### Routing congestion, run 1

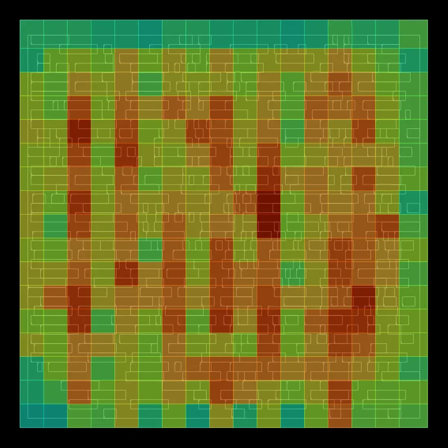
### Metal 2, run 1

The bar under the picture is 20 µm long.
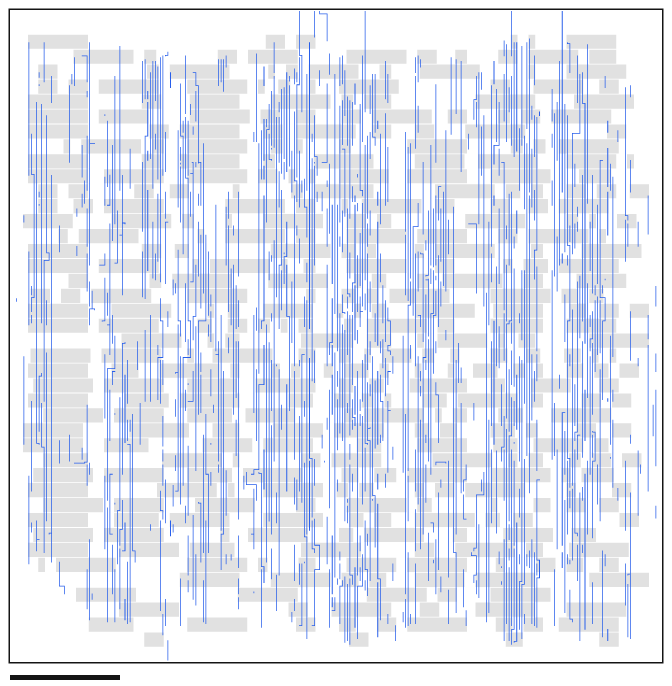
### Metal 4, run 1

The bar under the picture is 20 µm long.
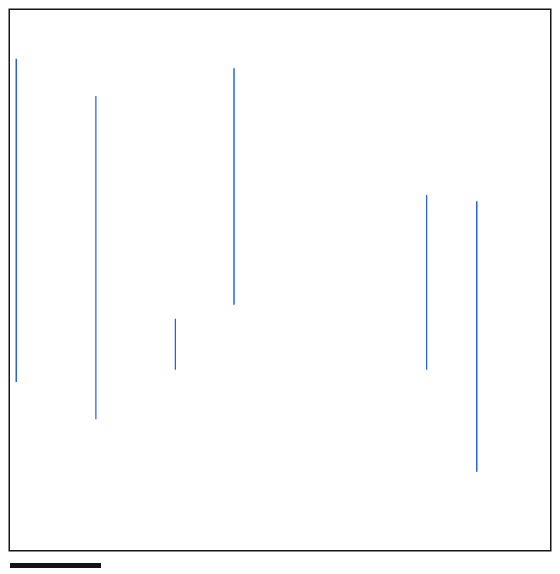
### Signal wires on met3, run 1

The bar under the picture is 20 µm long.
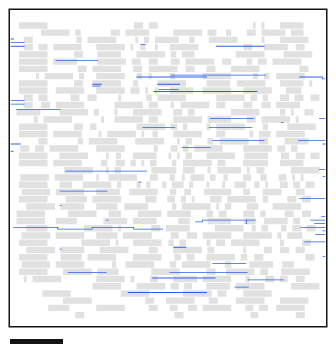
==> config.mk <==
export PLATFORM = sky130hd
export DESIGN_NAME = sync_fifo_param
export DESIGN_NICKNAME = d
export VERILOG_FILES = /design/src/rtl/sync_fifo_param.sv
export SDC_FILE = /design/constraint.sdc
export NUM_CORES = 1
export LEC_CHECK = 0
export CELL_PAD_IN_SITES_DETAIL_PLACEMENT = 2
export CELL_PAD_IN_SITES_GLOBAL_PLACEMENT = 2
export CORE_MARGIN = 2
export CORE_UTILIZATION = 45
export DETAILED_ROUTE_END_ITERATION = 10
export PLACE_DENSITY_LB_ADDON = 0.05
export SKIP_CTS_REPAIR_TIMING = 1
export SLEW_MARGIN = 10
export SYNTH_ARGS = -nofsm -noshare
export SYNTH_HDL_FRONTEND = slang
export SYNTH_SLANG_ARGS = --single-unit
==> constraint.sdc <==
create_clock -name clk -period 3.3 [get_ports clk]
set_input_delay 0.33 -clock clk [delete_from_list [all_inputs] [get_ports clk]]
set_output_delay 0.33 -clock clk [all_outputs]
set_load 0.005 [all_outputs]
==> src/rtl/sync_fifo_param.sv <==
// Synchronous FIFO with registered read data, occupancy count and almost-full/empty flags.
// Define SYNC_FIFO_ERR_EN to add sticky overflow/underflow flags with an err_clr input.
module sync_fifo_param #(
  parameter int DATA_W   = 8,
  parameter int DEPTH    = 16,
  parameter int AF_LEVEL = DEPTH - 2,
  parameter int AE_LEVEL = 2
) (
  input  logic                     clk,
  input  logic                     rst_n,
  input  logic [DATA_W-1:0]        data_in,
  input  logic                     en_wr,
  input  logic                     en_rd,
`ifdef SYNC_FIFO_ERR_EN
  input  logic                     err_clr,
  output logic                     overflow,
  output logic                     underflow,
`endif
  output logic [DATA_W-1:0]        data_out,
  output logic                     full,
  output logic                     empty,
  output logic                     almost_full,
  output logic                     almost_empty,
  output logic [$clog2(DEPTH):0]   data_count
);

  localparam int AW = $clog2(DEPTH);
  localparam int PW = AW + 1;
  localparam logic [PW-1:0] AF_THR = PW'(AF_LEVEL);
  localparam logic [PW-1:0] AE_THR = PW'(AE_LEVEL);

  logic [DATA_W-1:0] mem [DEPTH];
  logic [PW-1:0]     wr_ptr_q, wr_ptr_d;
  logic [PW-1:0]     rd_ptr_q, rd_ptr_d;
  logic [DATA_W-1:0] data_out_q, data_out_d;
  logic              wr_acc, rd_acc;

  // Flags come only from registered pointers; the MSB is the wrap bit that
  // separates a full FIFO from an empty one when the addresses match.
  assign empty        = (wr_ptr_q == rd_ptr_q);
  assign full         = (wr_ptr_q[AW] != rd_ptr_q[AW]) &&
                        (wr_ptr_q[AW-1:0] == rd_ptr_q[AW-1:0]);
  assign data_count   = wr_ptr_q - rd_ptr_q;
  assign almost_full  = (data_count >= AF_THR);
  assign almost_empty = (data_count <= AE_THR);
  assign data_out     = data_out_q;

  always_comb begin
    wr_acc     = en_wr && !full;
    rd_acc     = en_rd && !empty;
    wr_ptr_d   = wr_ptr_q + {{AW{1'b0}}, wr_acc};
    rd_ptr_d   = rd_ptr_q + {{AW{1'b0}}, rd_acc};
    data_out_d = rd_acc ? mem[rd_ptr_q[AW-1:0]] : data_out_q;
  end

  // NOTE: storage has no reset; the pointers alone define which words are valid.
  always_ff @(posedge clk) begin
    if (wr_acc) mem[wr_ptr_q[AW-1:0]] <= data_in;
  end

  // NOTE: state flops use non-blocking assignments so every flop samples pre-edge values.
  always_ff @(posedge clk or negedge rst_n) begin
    if (!rst_n) begin
      wr_ptr_q   <= '0;
      rd_ptr_q   <= '0;
      data_out_q <= '0;
    end else begin
      wr_ptr_q   <= wr_ptr_d;
      rd_ptr_q   <= rd_ptr_d;
      data_out_q <= data_out_d;
    end
  end

`ifdef SYNC_FIFO_ERR_EN
  logic overflow_q, overflow_d;
  logic underflow_q, underflow_d;

  // A new error in the same cycle as err_clr wins, so no event is lost.
  always_comb begin
    overflow_d  = overflow_q;
    underflow_d = underflow_q;
    if (err_clr) begin
      overflow_d  = 1'b0;
      underflow_d = 1'b0;
    end
    if (en_wr && full)  overflow_d  = 1'b1;
    if (en_rd && empty) underflow_d = 1'b1;
  end

  always_ff @(posedge clk or negedge rst_n) begin
    if (!rst_n) begin
      overflow_q  <= 1'b0;
      underflow_q <= 1'b0;
    end else begin
      overflow_q  <= overflow_d;
      underflow_q <= underflow_d;
    end
  end

  assign overflow  = overflow_q;
  assign underflow = underflow_q;
`endif

endmodule

==> Changelog: implementation, run 1 <==
### Physical design

- Post-synthesis adder-cell area fraction: 2.03%
- CTS sink count: between 100 and 150
- Fraction of area in registers: roughly three fifths
- Mean Syn Cell Area: 17.0 µm²
- Tool warnings: 26
- Worst slack at placement: 482 ps
- Post-Syn Nets: roughly 370
- Synth Area in XOR/XNOR: 1.61%
- Switching Share: 33.4%
- First-pass GRT wire length: 24,600 µm
- Clk pwr share: 29.0%
- Drt pass-1 iters: 4
- Min Hold Slack: 440 ps
- Multiplexer share of the synthesized area: ~11%
- Highest Clock Rate: between 0.3 and 0.4 GHz
- Fraction of layout cells with a size suffix above 1: 17.2%
- Simple share: 4.53%
- Slew Limit Headroom: 28.8%
- Most instantiated logic cells after routing: 128 x edfxtp_1, 48 x mux2i_1, 29 x nor2_1
- TritonCTS buffer count: 17
- Power Total: 7.22 mW
- Worst setup margin: 88.1 ps
- Well Taps: approximately 170
- Initial Util: about 47%
- Design area: 7120 µm²
- Status: finished clean
- Fraction of registers with async set/reset: between 10% and 20%
- Area leader share: 65.0%
- Area grow syn2layout: 20.3%
- RePlAce Congestion: ~0.76
- Drt drc: 0
- Max incr delay on CP: around 530 ps
- Clk latency late pin: 420 ps
- Synthesis area per yosys: between 5000 and 6000 µm²
- Met3 routed WL: approximately 600 µm
- Diodes inserted: 0
- Post-Synthesis Cells: 349
- WS Path Type: flop to primary output
- CP endpoint: almost_empty
- Worst Path Arrival: between 2000 and 3000 ps
- Logic share of the area: 21.1%
- WL met2: between 8000 and 9000 µm
- Buffers on Ports: 28
## Picture notes: 'Routing congestion'
met1 Use GR: 32.2%
DR WL/cell: 28.5 µm
GR peak layer: met2

## Picture notes: 'Metal 2'
wire length on this layer	8,800 µm
share of all routed wire	53%
Vias: 3,349
met2 Usage GRT: 42.4%
Routed WL: 16,700 µm

## Picture notes: 'Metal 4'
longest straight run	70.7 µm
nets with wire on the layer	4
wire length on this layer	301 µm
share of all routed wire	1.8%

## Picture notes: 'Signal wires on met3'
main direction	horizontal
nets with wire on the layer	40
routing usage on met3: 4.34%

run 1: metal layers:
| metal | vias up | track usage [%] |
|---|---|---|
| li1 | 1469 | - |
| met1 | 1787 | 32.2 |
| met2 | 78 | 42.4 |
| met3 | 15 | 4.34 |
| met4 | 0 | 9.52 |
| met5 | - | 0 |
run 1: sequential cells by signal (all words and copies together), names as in the netlist:
register / cells
data_out: 8
mem: 128
rd_ptr_q: 5
wr_ptr_q: 5
run 1: power by group through the flow:
stage               Combinational, mW  Sequential, mW  Clock (mW)
floorplan                        1.52            2.44           0
global placement                 2.34            2.49           0
detailed placement               2.48            2.53           0
CTS                              2.55            2.50        2.12
global route                     2.82            2.52        2.18
finish                           2.63            2.50        2.09
--- run 2 (diff from run 1) ---
- ABC_CLOCK_PERIOD_IN_PS: unset -> 3300
### Routing congestion, run 2

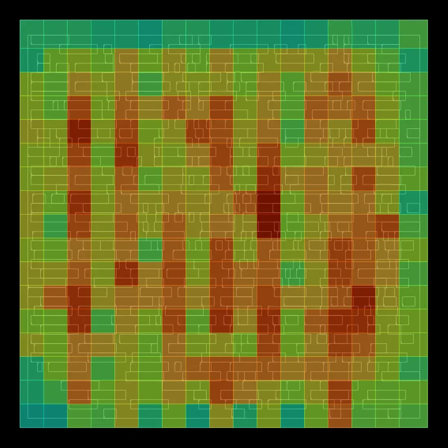
Finished Core Util: 56.0%
gr usage total: 25.0%

==> Changelog: implementation, run 2 <==
### Physical design

- Comb group: approximately 2.6 mW
- Switching Share: 33.4%
- Area leader share: about two thirds
- Min Hold Slack: approximately 440 ps
- Fin nets: 420
- Met3 routed WL: 602 µm
- GR peak layer: met2
- Drt drc: 0
- Highest Clock Rate: roughly 0.31 GHz
- Diodes inserted: 0
- Comb pwr share: 36.5%
- Fraction of registers with async set/reset: roughly 12%
- Buffers on Ports: 28
- Status: finished clean
- CP endpoint: almost_empty
- Post-Synthesis Cells: between 300 and 400
- WS Path Type: flop to primary output
- Initial Util: 46.5%
- CTS H-tree depth: 4
- TritonCTS buffer count: 17
- Post-Syn Nets: 370
- CTS sink count: 146
- WL met2: 8800 µm
- Required @ worst endpoint: 2970 ps
- Fraction of layout cells with a size suffix above 1: between 15 and 20%
- Routing usage on met3: roughly 4.3%
- DR WL/cell: 28.5 µm
- Worst Path Arrival: 2880 ps
- Most instantiated logic cells after routing: 128 x edfxtp_1, 48 x mux2i_1, 29 x nor2_1
- Vias: about 3,300
- Power Total: 7.22 mW
- Clk latency late pin: approximately 420 ps
- Slew Limit Headroom: 28.8%
- Seq pwr: roughly 2.5 mW
- RePlAce Congestion: 0.762
- Top power group: combinational logic
- Synthesis area per yosys: 5920 µm²
- Worst vdd ir: 448 µV
- Crit path max-delay cell type: clkdlybuf4s50_1
- Drt pass-1 iters: 4
- Met1 Use GR: 32.2%
- Tool warnings: 26
- Register area: 4300 µm²
- Max reg flops: about 130
- Clk pwr share: 29.0%
- Vias per cell: 5.73
- First-pass GRT wire length: 24,600 µm
- Register-to-Register Path Depth: 7
- Mean Syn Cell Area: 17.0 µm²
- Fin crit period: around 3200 ps
- Met2 Usage GRT: 42.4%
- Max incr delay on CP: 530 ps
- Clk buf depth: 2
- Clock Power: 2.09 mW
==> run 2: cell type report <==
class / count / share of cell area [%]
clock buffer: 24 / 6.91
clock inverter: 8 / 2.11
inverter: 7 / 0.369
multi-input combinational: 179 / 21.1
sequential: 146 / 60.4
tap: 172 / 3.02
timing repair buffer: 48 / 6.05
==> run 2: through the flow <==
step	worst slack, ps	area (µm²)
6_report	88.1	7120
5_1_grt	-63.3	7120
4_1_cts	-74.9	7070
3_5_place_dp	482	6430
3_3_place_gp	619	6430
2_1_floorplan	566	5920
==> run 2: logic make-up after synthesis <==
| logic type | synth area share, % |
|---|---|
| AOI/OAI and AO/OA | 5.52 |
| xor gates and xnor gates | 1.61 |
| adders and majority gates | 2.03 |
| buffers and inverters | 2.58 |
| DFF | 72.6 |
| muxes | 11.2 |
| and+or+nand+nor | 4.53 |
No activity file was given, so power comes from the tool's default toggle rates.
